[src/rtl/pixelbox_stream_pkg.sv]
// Shared definitions for the pixelbox streaming blocks: FSM state encoding,
// RGB565 field layout and the RGB565 -> RGB888 colour expansion.
package pixelbox_stream_pkg;

    typedef enum logic [2:0] {
        ST_IDLE,
        ST_VSYNC,
        ST_VBP,
        ST_LINE,
        ST_HGAP
    } stream_state_t;

    // RGB565 word layout {R[15:11], G[10:5], B[4:0]}
    localparam int unsigned RGB565_R_MSB = 15;
    localparam int unsigned RGB565_R_LSB = 11;
    localparam int unsigned RGB565_G_MSB = 10;
    localparam int unsigned RGB565_G_LSB = 5;
    localparam int unsigned RGB565_B_MSB = 4;
    localparam int unsigned RGB565_B_LSB = 0;

    typedef struct packed {
        logic [7:0] r;
        logic [7:0] g;
        logic [7:0] b;
    } rgb888_t;

    // Expand each channel to 8 bits by replicating its top bits into the LSBs,
    // so full-scale inputs map to 8'hFF and zero stays zero.
    function automatic rgb888_t rgb565_to_888(input logic [15:0] word);
        rgb888_t    pix;
        logic [4:0] r5;
        logic [5:0] g6;
        logic [4:0] b5;
        r5    = word[RGB565_R_MSB:RGB565_R_LSB];
        g6    = word[RGB565_G_MSB:RGB565_G_LSB];
        b5    = word[RGB565_B_MSB:RGB565_B_LSB];
        pix.r = {r5, r5[4:2]};
        pix.g = {g6, g6[5:4]};
        pix.b = {b5, b5[4:2]};
        return pix;
    endfunction

endpackage

[src/rtl/frame_pixel_streamer.sv]
// Frame source for the RGB median-filter chain: pulls RGB565 words from the
// frame-buffer read FIFO and emits framed RGB888 pixels (vsync, back porch,
// active lines separated by idle gaps so downstream line buffers can drain).
module frame_pixel_streamer
    import pixelbox_stream_pkg::*;
#(
    parameter int unsigned H_ACTIVE = 640,
    parameter int unsigned V_ACTIVE = 480,
    parameter int unsigned H_BLANK  = 16,
    parameter int unsigned VS_LEN   = 4,
    parameter int unsigned VBP_LEN  = 8
) (
    input  logic        sclk,
    input  logic        rst,
    input  logic        en,
    input  logic [15:0] fifo_dout,
    input  logic        fifo_empty,
    output logic        fifo_rd_en,
    output logic [7:0]  tx_data_R,
    output logic [7:0]  tx_data_G,
    output logic [7:0]  tx_data_B,
    output logic        po_flag,
    output logic        o_vs,
    output logic        frame_done,
    output logic        underflow
);

    localparam int unsigned TMAX_A = (VS_LEN > VBP_LEN) ? VS_LEN : VBP_LEN;
    localparam int unsigned TMAX   = (TMAX_A > H_BLANK) ? TMAX_A : H_BLANK;
    localparam int unsigned TW     = (TMAX > 1) ? $clog2(TMAX) : 1;
    localparam int unsigned PW     = $clog2(H_ACTIVE + 1);
    localparam int unsigned LW     = (V_ACTIVE > 1) ? $clog2(V_ACTIVE) : 1;

    stream_state_t   state_q, state_d;
    logic [TW-1:0]   tmr_q, tmr_d;
    logic [PW-1:0]   pix_cnt_q, pix_cnt_d;
    logic [LW-1:0]   line_cnt_q, line_cnt_d;
    logic            rd_q, rd_d;
    logic            po_flag_q, po_flag_d;
    rgb888_t         pix_q, pix_d;
    logic            o_vs_q, o_vs_d;
    logic            frame_done_q, frame_done_d;
    logic            underflow_q, underflow_d;

    logic            owed;
    logic            rd_en_c;

    // Read strobe is combinational so it can react to fifo_empty in the same
    // cycle and drop immediately while reset is being sampled.
    always_comb begin
        owed    = (state_q == ST_LINE) && (pix_cnt_q < PW'(H_ACTIVE));
        rd_en_c = owed && !fifo_empty && !rst;
    end

    // Next-state, counter and output-register logic for the framing FSM.
    always_comb begin
        state_d      = state_q;
        tmr_d        = tmr_q;
        pix_cnt_d    = pix_cnt_q;
        line_cnt_d   = line_cnt_q;
        frame_done_d = 1'b0;
        rd_d         = rd_en_c;
        po_flag_d    = rd_q;
        pix_d        = pix_q;
        underflow_d  = underflow_q | (owed && fifo_empty);

        // Word arrives one cycle after the read; capture it only then.
        if (rd_q) begin
            pix_d = rgb565_to_888(fifo_dout);
        end

        case (state_q)
            ST_IDLE: begin
                if (en) begin
                    state_d = ST_VSYNC;
                    tmr_d   = '0;
                end
            end
            ST_VSYNC: begin
                if (tmr_q == TW'(VS_LEN - 1)) begin
                    state_d = ST_VBP;
                    tmr_d   = '0;
                end else begin
                    tmr_d = tmr_q + 1'b1;
                end
            end
            ST_VBP: begin
                if (tmr_q == TW'(VBP_LEN - 1)) begin
                    state_d    = ST_LINE;
                    tmr_d      = '0;
                    line_cnt_d = '0;
                    pix_cnt_d  = '0;
                end else begin
                    tmr_d = tmr_q + 1'b1;
                end
            end
            ST_LINE: begin
                if (rd_en_c) begin
                    pix_cnt_d = pix_cnt_q + 1'b1;
                    if (pix_cnt_q == PW'(H_ACTIVE - 1)) begin
                        state_d = ST_HGAP;
                        tmr_d   = '0;
                    end
                end
            end
            ST_HGAP: begin
                if (tmr_q == TW'(H_BLANK - 1)) begin
                    tmr_d = '0;
                    if (line_cnt_q == LW'(V_ACTIVE - 1)) begin
                        state_d      = ST_IDLE;
                        frame_done_d = 1'b1;
                    end else begin
                        state_d    = ST_LINE;
                        line_cnt_d = line_cnt_q + 1'b1;
                        pix_cnt_d  = '0;
                    end
                end else begin
                    tmr_d = tmr_q + 1'b1;
                end
            end
            default: begin
                state_d = ST_IDLE;
                tmr_d   = '0;
            end
        endcase

        o_vs_d = (state_d == ST_VSYNC);
    end

    // State and output registers with synchronous active-high reset.
    always_ff @(posedge sclk) begin
        if (rst) begin
            state_q      <= ST_IDLE;
            tmr_q        <= '0;
            pix_cnt_q    <= '0;
            line_cnt_q   <= '0;
            rd_q         <= 1'b0;
            po_flag_q    <= 1'b0;
            pix_q        <= '0;
            o_vs_q       <= 1'b0;
            frame_done_q <= 1'b0;
            underflow_q  <= 1'b0;
        end else begin
            state_q      <= state_d;
            tmr_q        <= tmr_d;
            pix_cnt_q    <= pix_cnt_d;
            line_cnt_q   <= line_cnt_d;
            rd_q         <= rd_d;
            po_flag_q    <= po_flag_d;
            pix_q        <= pix_d;
            o_vs_q       <= o_vs_d;
            frame_done_q <= frame_done_d;
            underflow_q  <= underflow_d;
        end
    end

    assign fifo_rd_en = rd_en_c;
    assign tx_data_R  = pix_q.r;
    assign tx_data_G  = pix_q.g;
    assign tx_data_B  = pix_q.b;
    assign po_flag    = po_flag_q;
    assign o_vs       = o_vs_q;
    assign frame_done = frame_done_q;
    assign underflow  = underflow_q;

endmodule

[config.mk]
export PLATFORM = sky130hd
export DESIGN_NAME = frame_pixel_streamer
export DESIGN_NICKNAME = d
export VERILOG_FILES = /design/src/rtl/pixelbox_stream_pkg.sv /design/src/rtl/frame_pixel_streamer.sv
export SDC_FILE = /design/constraint.sdc
export NUM_CORES = 1
export LEC_CHECK = 0
export CAP_MARGIN = 20
export CORE_MARGIN = 10
export CORE_UTILIZATION = 55
export DETAILED_ROUTE_END_ITERATION = 10
export HOLD_SLACK_MARGIN = 0.03
export PLACE_DENSITY = 0.86
export SYNTH_ARGS = -nofsm -noshare
export SYNTH_HDL_FRONTEND = slang
export SYNTH_SLANG_ARGS = --single-unit
[constraint.sdc]
create_clock -name sclk -period 5.4 [get_ports sclk]
set_clock_uncertainty 0.05 [all_clocks]
set_input_delay 0.54 -clock sclk [delete_from_list [all_inputs] [get_ports sclk]]
set_output_delay 0.54 -clock sclk [all_outputs]
set_load 0.05 [all_outputs]
==> writeup.txt, run 1 <==
After synthesis the cells add up to 2340 µm². The number of filler instances in the final layout was 307. The tools report the worst reg2reg path endpoint as line_cnt_q[0]. The worst voltage drop across the vdd grid was 0.124 mV. Post-CTS repair changed the size of 0 cells. The largest area contributor in the synthesized netlist is sky130_fd_sc_hd__dfxtp_1. The final period utilization works out to 59.2%. The number of non-clock inverters in the layout is 9, and the post-synth tally of flip-flops with integrated enable is 0. The mux contribution to synthesized area was 9.90%; the final weighted congestion of routability-driven global placement was 0.879.

Number of hold buffers added after cts: 0. After synthesis, the netlist uses 54 different library cells. The layout buffer count excluding clock buffers came out at 49.

For met2 alone, demand over resource in global routing was 25.0%. The largest net degree at the start of global routing was 39; the net count reported at finish was 313. The tools report the area taken by flip-flops and latches as 941 µm².

The slowest cell on the critical path was sky130_fd_sc_hd__clkdlybuf4s50_1. Clock-pin slew was measured on the worst setup and hold paths at 0.09 ns. Clock tree synthesis found a total of 47 sinks.

The post-synth register bit count is 47. In this run the layout overhead on the synthesized area is reported as 21.7%. Per the layout area report, the sequential fraction of cell area is 33.1%.

Prior to clock tree synthesis, the placed netlist has a worst setup slack of 2.20 ns. The area of the placeable core was 4060 µm². According to the floorplan report, the total die area is 7260 µm². The library cell with the highest instance count after synthesis is sky130_fd_sc_hd__dfxtp_1. For this run, the final setup violation count is recorded as 0. The via count of the first global-routing pass was 1,882. The launch point of the worst min-delay path is recorded as line_cnt_q[4]. For hold timing, the worst endpoint is line_cnt_q[4]. The worst min-delay path category is flop to flop. TritonCTS built the clock tree. The final timing report lists a hold violation count of 0.

For the data required time at the worst endpoint, the log shows 4.81 ns. The max-cap check violation count is 0. The post-detailed-route DRC marker count was 0; the adder and majority gate portion of the synthesized area was 1.61%. With the number of instances in the synthesized netlist at 258, the number of antenna cells inserted is 0. The worst path meets setup with 2.20 ns of slack. The root buffer cell chosen for the clock tree is sky130_fd_sc_hd__clkbuf_8. The leakage component of the power was reported as 0.000965 µW. Along the worst hold path, the cell count comes to 2. In the log, the iteration count for the first detailed-route pass is 4. Number of buffers and inverters on the critical path: 4.

Summed over its instances, the top area cell type makes up 40.2% of the synthesized netlist area. After detailed placement, the design holds a cell count of 333. The combinational power reported by the tool is 38.2 µW.

After synthesis, the mean cell area works out to 9.06 µm². Tracing the worst setup path back leads to its startpoint at rst. Nets still carrying antenna violations after routing amount to 0.

Summing all multi-input logic gate instances after layout gives 1210 µm². The maximum buffer depth of the clock tree was 2. Counting every net in the synthesized netlist gives 281. According to the floorplan log, the row count is 23.

The group that draws the most power in this run is registers. The main area contributors are sky130_fd_sc_hd__dfxtp_1, sky130_fd_sc_hd__mux2i_1, sky130_fd_sc_hd__nor2_1. The internal power of the cells totals 505 µW. With the total global routing overflow at 0, the detailed-route vias per instance is 5.84. For this run the detailed placement stage logged an HPWL of 3.88 mm. Summing all non-filler instances in the final layout gives an area of 2850 µm².

From bottom edge to top edge, the die measures 85.2 µm. Pins over their slew limit in the final report were tallied at 0. The critical path in this run is classified as primary input to primary output. The tools report the reg-to-reg critical path startpoint as line_cnt_q[0]. Of the cells placed in the final design, the portion with a size suffix greater than 1 is 5.52%. The run finished with clean final reports.

The synthesis report gives the async set-or-reset register share as 0%. Sequential elements use 40.2% of the synthesized area. Cell family with the largest share of critical-path delay: buffers and inverters. With the maximum net fanout on the critical path at 38, the highest clock frequency the design can meet is 0.313 GHz.

Per STA, the endpoint of the critical path is fifo_rd_en. The flow reports that sequential cells draw 54.7% of the design power. With the placed cell area at 2740 µm², the horizontal die size is 85.2 µm. In the final layout, clock buffers and inverters account for 3.74% of the cell area. Per the CTS log, the maximum H-tree level is 2. The register with the most flip-flops in the layout has 10 of them. The design has 47 sequential cells.

STA classifies the critical path startpoint as a primary input. The run gives 2.91 ns for the slack of the worst reg-to-reg path.
Run 1, clock network drawn from the DEF:
Drawn at 6 px/µm.
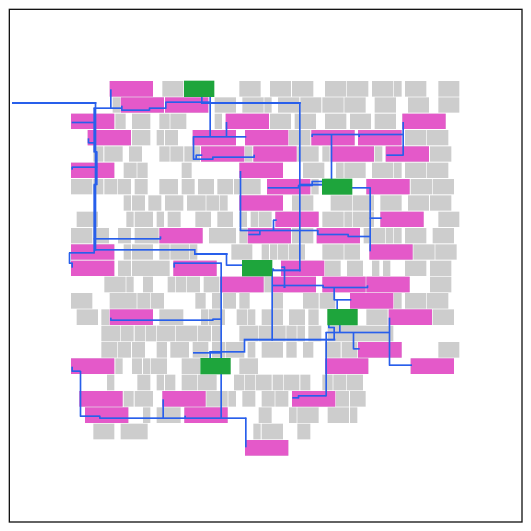
legend:
  green:
    item: clock drivers
    count: 5
  blue:
    item: clock wires
    length: 558 µm
  magenta:
    item: flip-flops
    count: 47
routed clock nets: 6
power drawn by the clock network: 253 µW
power share of the clock group: 39.4%
clk_lat worst skew: 0.30 ns

Run 1, signal wires on met3:
Drawn at 6 px/µm.
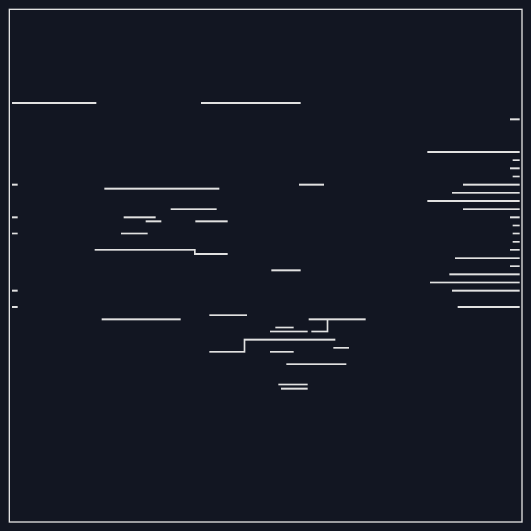
longest straight run: 18.9 µm
nets with wire on the layer: 42
wire length on this layer: 324 µm
main direction: horizontal
WL final: 5.52 mm
global routing usage on met3: 4.40%

Run 1, routed metal, one colour a layer:
Drawn at 3 px/µm.
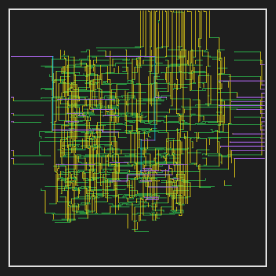
legend:
  green:
    layer: metal 1
    wire_length: 2,440 µm
  yellow:
    layer: metal 2
    wire_length: 2,690 µm
  cyan:
    layer: metal 4
    wire_length: 63.9 µm
  purple:
    layer: metal 3
    wire_length: 324 µm
global-route usage over all layers: 15.1%
routed vias: 1,985

Run 1, selected gate families:
Drawn at 3 px/µm.
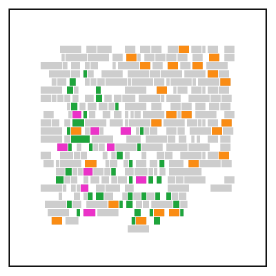
legend:
  green:
    family: nand cells
    cells: 40
  orange:
    family: mux cells
    cells: 23
  magenta:
    family: non-inverting ao/oa cells
    cells: 9
multi-input gate share of total cell area: 42.7%
most frequent standard cell in the layout excluding fill and tap cells: sky130_fd_sc_hd__clkdlybuf4s50_1
number of standard cells in the layout, taps in and fillers out: 340

==> run 2: changes to the inputs <==
Settings changed: CORE_UTILIZATION 55 to 46, PLACE_DENSITY 0.86 to 0.77.
Clock period 5.4 ns to 2.69 ns, I/O delays scaled along.
Run 2, clock network drawn from the DEF:
Drawn at 4 px/µm.
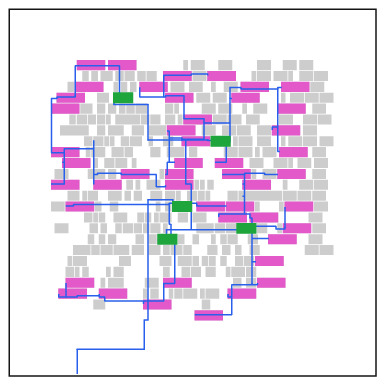
legend:
  magenta:
    item: flip-flops
    count: 47
  blue:
    item: clock wires
    length: 590 µm
  green:
    item: clock drivers
    count: 5
routed clock nets: 6
clk_lat worst skew: 0.31 ns
power share of the clock group: 40.6%
power drawn by the clock network: 536 µW

Run 2, signal wires on met3:
Drawn at 4 px/µm.
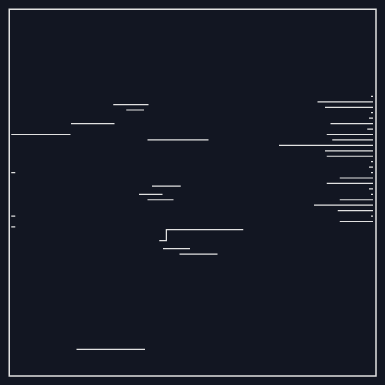
share of all routed wire: 5.6%
nets with wire on the layer: 36
longest straight run: 23.2 µm
wire length on this layer: 295 µm
main direction: horizontal
global routing usage on met3: 3.70%
WL final: 5.32 mm
routed vias: 1,958

Run 2, routed metal, one colour a layer:
Drawn at 3 px/µm.
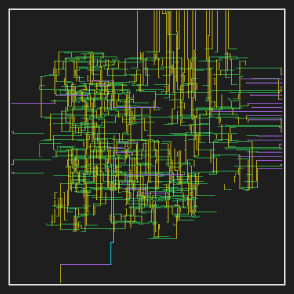
global-route usage over all layers: 12.5%
detailed-route wire length per cell: 14.7 µm

==> run 2 against run 1 <==
Die size increased by 15%; area after synthesis unchanged; non-clock buffer count increased by 3; critical path type is now flop to primary output; worst setup slack got worse by 1.7 ns; critical path depth decreased by 2; synthesized cell count unchanged; largest power group unchanged; clock power increased by 110%; count of clock-buffer cells in the layout unchanged; sequential power increased by 100%.
==> writeup.txt, run 2 <==
With the number of instances in the synthesized netlist at 258 (unchanged), the final HPWL from detailed placement is 3.87 mm (was 3.88 mm). The sequential fraction of the synthesis area was 40.2% (unchanged). The largest area contributor in the synthesized netlist was sky130_fd_sc_hd__dfxtp_1 (unchanged). The run gives 361 (was 340) for the count of placed standard cells in the final layout, fillers left out. With the clock input transition at the sequential cells of the worst setup and hold paths at 0.09 ns (about the same), the post-route worst setup slack is 0.548 ns (was 2.20 ns). The die boundary height works out to 91.3 µm (was 85.2 µm). The run gives 0 (unchanged) for the post-cts resize count. With the area taken by flip-flops and latches at 941 µm² (unchanged), the count of standard-cell rows is 25 (was 23).

The launch instance of the worst min-delay path is line_cnt_q[4] (unchanged). Final cell area excluding filler cells: 2910 µm² (was 2850 µm²). The adder and majority gate portion of the synthesized area works out to 1.61% (unchanged). The category of the worst setup path launch point was a flop (was a primary input). The run gives 2 (unchanged) for the number of H-tree levels. The worst hold endpoint was line_cnt_q[4] (unchanged).

The run gives 0 (unchanged) for the post-synth tally of flip-flops with integrated enable. The run gives 0.956 ns (was 0.992 ns) for the worst-margin pin slew. For the total global routing overflow, the log shows 0 (unchanged). The number of hold buffers added after cts is 0 (unchanged).

The final-report max-slew violation count was 0 (unchanged); the number of non-clock inverters in the layout was 9 (unchanged). The placed cell area came out at 2790 µm² (was 2740 µm²). The async set or reset register ratio after synthesis was 0% (unchanged); the final period utilization was 79.6%. The mux contribution to synthesized area is 9.90% (unchanged). The run gives 281 (unchanged) for the synthesized net count. The launching element of the worst setup path was state_q[0] (was rst).

The net count reported at finish was 316 (was 313); the share of final-layout standard cells stronger than drive strength 1 was 7.14% (was 5.52%). The proportion of cell area occupied by multi-input gates works out to 41.8% (was 42.7%). Group drawing the most power: registers (unchanged).

Top area cells in the synthesized netlist: sky130_fd_sc_hd__dfxtp_1, sky130_fd_sc_hd__mux2i_1, sky130_fd_sc_hd__nor2_1 (unchanged). The run gives 25 (was 39) as the largest net degree at the start of global routing. For the count of pins on the block boundary, the log shows 49 (unchanged).

The run gives 0 (unchanged) for the final count of hold timing violations. The count of placed standard cells including taps was 353 (was 333). The final weighted congestion of routability-driven global placement was 0.841 (was 0.879). The path type of the worst setup path was flop to primary output (was primary input to primary output). The run gives 8340 µm² (was 7260 µm²) for the total die size. The run gives 9.06 µm² (unchanged) for the synthesized area divided by synthesized cell count. The run gives 91.3 µm (was 85.2 µm) for the horizontal die size.

The number of storage elements in the synthesis netlist was 47 (unchanged). The met3 wire length is 295 µm (was 323 µm). For the slack of the worst reg-to-reg path, the log shows 0.61 ns (was 2.91 ns). The slowest cell on the critical path was sky130_fd_sc_hd__dfxtp_1 (was sky130_fd_sc_hd__clkdlybuf4s50_1). The layout buffer count excluding clock buffers was 52 (was 49). TritonCTS built the clock tree. The number of unique standard cell types used by synthesis is 54 (unchanged). With the share of the synthesized area in the top cell type at 40.2% (unchanged), the max-cap check violation count is 0 (unchanged).

Reg-to-reg critical path startpoint: state_q[0] (was line_cnt_q[0]). Area of the placeable core: 4820 µm² (was 4060 µm²). Detailed-route vias per instance: 5.42 (was 5.84). The flow ran to the end, and the final reports show no timing, DRC or antenna violations.

Maximum buffer depth of the clock tree: 2 (unchanged). The area of the multi-input gates is 1210 µm² (unchanged). The run gives 1.82 ns (was 2.61 ns) for the worst endpoint data arrival time. Highest clock frequency the design can meet: 0.467 GHz.

For the post-detailed-route DRC marker count, the log shows 0 (unchanged). With the clock distribution area overhead in the final layout at 3.96% (was 3.74%), the routing usage on met2 is 18.9% (was 25.0%). Maximum net fanout on the critical path: 16 (was 38).

The run gives 0 (unchanged) as the number of nets with antenna violations after detailed routing. The worst reg2reg path endpoint is pix_cnt_q[8] (was line_cnt_q[0]). With the power of the combinational group at 77.5 µW (was 38.2 µW), the sequential portion of the cell area is 32.3% (was 33.1%).

The relative area change from synthesis to final layout is 24.4% (was 21.7%), and the number of filler instances in the final layout is 441 (was 307). For the power spent charging and discharging nets, the log shows 296 µW (was 138 µW). Worst min-delay path category: flop to flop (unchanged). The library cell with the highest instance count after synthesis is sky130_fd_sc_hd__dfxtp_1 (unchanged). The logs give 0 (unchanged) for the setup violation total in the final timing report and 0.351 mV (was 0.124 mV) for the worst voltage drop across the vdd grid. The logs give 0 (unchanged) for the number of antenna violations at the first check in global routing and 2.37 ns (was 4.81 ns) for the data required time at the worst endpoint.

Clock tree root driver cell: sky130_fd_sc_hd__clkbuf_8 (unchanged). The tools report the sequential group share of total power as 53.5% (was 54.7%). The via count of the first global-routing pass is 1,851 (was 1,882). The tools report the netlist area before placement as 2340 µm² (unchanged).

Clock sink total: 47 (unchanged). The tools report the endpoint of the most critical setup path as fifo_rd_en (unchanged). The post-synthesis compound-gate area fraction was 15.2% (unchanged). Cell family with the largest share of critical-path delay: simple AND/OR/NAND/NOR gates (was buffers and inverters). The tools report the worst slack after detailed placement as 0.540 ns (was 2.20 ns).
Run 2, selected gate families:
Drawn at 3 px/µm.
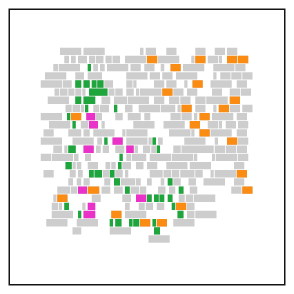

==> run 3: changes to the inputs <==
Settings changed: CORE_UTILIZATION 46 to 51, PLACE_DENSITY 0.77 to 0.81.
Clock period 2.69 ns to 2.1 ns, I/O delays scaled along.
Run 3, selected gate families:
Drawn at 3 px/µm.
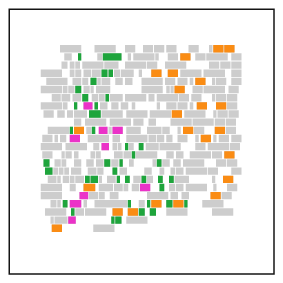
legend:
  magenta:
    family: non-inverting ao/oa cells
    cells: 9
  orange:
    family: mux cells
    cells: 23
  green:
    family: nand cells
    cells: 40
number of standard cells in the layout, taps in and fillers out: 353
multi-input gate share of total cell area: 41.3%

Run 3, routed metal, one colour a layer:
Drawn at 3 px/µm.
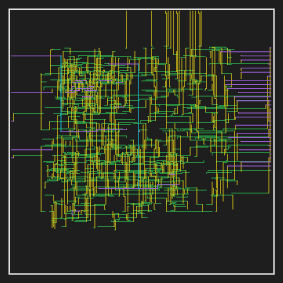
legend:
  cyan:
    layer: metal 4
    wire_length: 66.6 µm
  yellow:
    layer: metal 2
    wire_length: 2,480 µm
  green:
    layer: metal 1
    wire_length: 2,500 µm
  purple:
    layer: metal 3
    wire_length: 394 µm
global-route usage over all layers: 14.3%
routed vias: 2,022
detailed-route wire length per cell: 15.4 µm

==> run 3 against run 2 <==
Critical path depth up 2; worst setup slack worse by 0.39 ns; sequential power grew 28%; sequential share of layout area decreased by 0.44 points; first-iteration DRC count grew 25%; final area rose by 1.4%; power is 28% higher; area after synthesis did not move; synthesized cell count did not move; combinational power grew 37%.
==> writeup.txt, run 3 <==
The run finished with clean final reports. For the max-cap check violation count, the log shows 0 (unchanged). The share of the synthesized area in the top cell type came out at 40.2% (unchanged). With the post-detailed-route DRC marker count at 0 (unchanged), the final period utilization is 92.7%.

The tools report the launching element of the worst setup path as line_cnt_q[0] (was state_q[0]). The data required time at the worst endpoint is 2.24 ns (was 2.37 ns), and the worst endpoint data arrival time is 2.09 ns (was 1.82 ns). The clock sink total is 47 (unchanged), and the flip-flop count of the largest register, all copies and words added is 10 (unchanged).

The adder and majority gate portion of the synthesized area is 1.61% (unchanged). With the number of stages on the worst hold path at 2 (unchanged), the post-synthesis compound-gate area fraction is 15.2% (unchanged). The horizontal die size is 87.7 µm (was 91.3 µm), and the number of unique standard cell types used by synthesis is 54 (unchanged). The worst reg2reg path endpoint is line_cnt_q[1] (was pix_cnt_q[8]).

Top area cells in the synthesized netlist: sky130_fd_sc_hd__dfxtp_1, sky130_fd_sc_hd__mux2i_1, sky130_fd_sc_hd__nor2_1 (unchanged). The number of detailed-routing iterations run before antenna repair is 5 (was 4). The worst-margin pin slew is 0.532 ns (was 0.956 ns). With the synthesized net count at 281 (unchanged), the sequential portion of the cell area is 31.9% (was 32.3%). The tools report the reg-to-reg critical path startpoint as line_cnt_q[0] (was state_q[0]). The run gives 49 (unchanged) for the count of pins on the block boundary. The worst min-delay path category was flop to flop (unchanged).

The internal power was 1340 µW (was 1020 µW). Placed cell area: 2830 µm² (was 2790 µm²). The number of antenna cells inserted is 0 (unchanged), and the final cell area excluding filler cells is 2950 µm² (was 2910 µm²). The run gives 0.08 ns (was 0.09 ns) for the clock input transition at the sequential cells of the worst setup and hold paths. The post-synth tally of flip-flops with integrated enable was 0 (unchanged). With the post-route worst setup slack at 0.154 ns (was 0.548 ns), the share of final-layout standard cells stronger than drive strength 1 is 9.63% (was 7.14%). The sequential fraction of the synthesis area is 40.2% (unchanged), and the post-cts resize count is 0 (unchanged). The tools report the worst hold endpoint as line_cnt_q[4] (unchanged).

The logs give 24 (was 25) for the count of standard-cell rows and 47 (unchanged) for the number of flip-flops and latches. Post-detailed-routing wire length: 5.45 mm (was 5.32 mm). For the number of hold buffers added after cts, the log shows 0 (unchanged). The tools report the number of nets with antenna violations after detailed routing as 0 (unchanged). Maximum net fanout on the critical path: 10 (was 16). The met3 layer usage reported by global route was 4.27% (was 3.70%); the relative area change from synthesis to final layout was 26.1% (was 24.4%). The power of the combinational group is 106 µW (was 77.5 µW). The run gives 1,935 (was 1,851) as the via count of the first global-routing pass. Largest net degree at the start of global routing: 21 (was 25).

The tools report the final HPWL from detailed placement as 4.06 mm (was 3.87 mm). The tools report the total global routing overflow as 0 (unchanged). The layout buffer count excluding clock buffers is 59 (was 52). The slack of the worst reg-to-reg path is 0.15 ns (was 0.61 ns), and the async set or reset register ratio after synthesis is 0% (unchanged). For the final core utilization, the log shows 67.3% (was 60.4%). The maximum buffer depth of the clock tree was 2 (unchanged). The detailed-route vias per instance is 5.73 (was 5.42). The run gives 53.2% (was 53.5%) for the sequential group share of total power. The tools report the worst voltage drop across the vdd grid as 0.348 mV (was 0.351 mV).

The area of the multi-input gates is 1220 µm² (was 1210 µm²). The path type of the worst setup path is flop to flop (was flop to primary output). The run gives 0.00103 µW (was 0.000990 µW) as the leakage power total. The total die size was 7690 µm² (was 8340 µm²).

Netlist area before placement: 2340 µm² (unchanged). The tools report the highest clock frequency the design can meet as 0.514 GHz. TritonCTS built the clock tree. The area taken by flip-flops and latches is 941 µm² (unchanged). The area of the placeable core was 4380 µm² (was 4820 µm²).

The logs give 353 µW (was 296 µW) for the power spent charging and discharging nets and 2 (unchanged) for the number of H-tree levels. The tools report the worst slack after detailed placement as 0.0355 ns (was 0.540 ns). Number of buffers and inverters on the critical path: 1 (was 2). For the clock power share, the log shows 40.6% (about the same). Setup violation total in the final timing report: 0 (unchanged).

The mux contribution to synthesized area was 9.90% (unchanged). The endpoint of the most critical setup path was line_cnt_q[1] (was fifo_rd_en). Sequential logic power: 900 µW (was 705 µW). The tools report the launch instance of the worst min-delay path as line_cnt_q[4] (unchanged).

For the routing usage on met2, the log shows 22.9% (was 18.9%). Final count of hold timing violations: 0 (unchanged). The category of the worst setup path launch point was a flop (unchanged). The tools report the clock tree root driver cell as sky130_fd_sc_hd__clkbuf_8 (unchanged). The number of non-clock inverters in the layout works out to 9 (unchanged).

Group drawing the most power: registers (unchanged). The run gives 47 (unchanged) for the number of storage elements in the synthesis netlist. The cell family with the largest share of critical-path delay is AND-OR/OR-AND gates (was simple AND/OR/NAND/NOR gates). For the net count reported at finish, the log shows 323 (was 316).
Run 3, clock network drawn from the DEF:
Drawn at 6 px/µm.
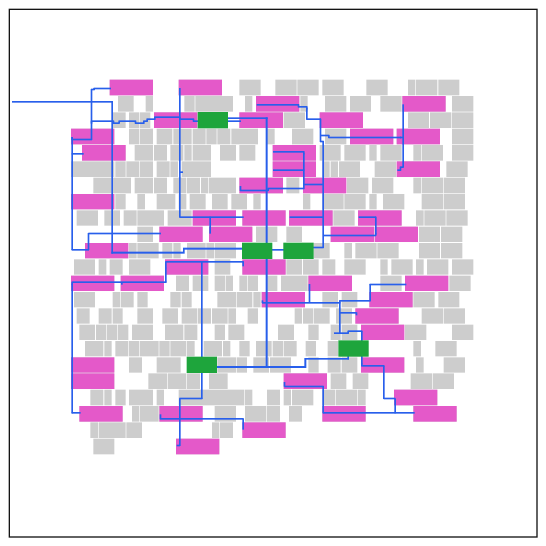
power drawn by the clock network: 687 µW
clk_lat worst skew: 0.30 ns

Power figures rest on the tool's default switching activity, not on a simulated workload.
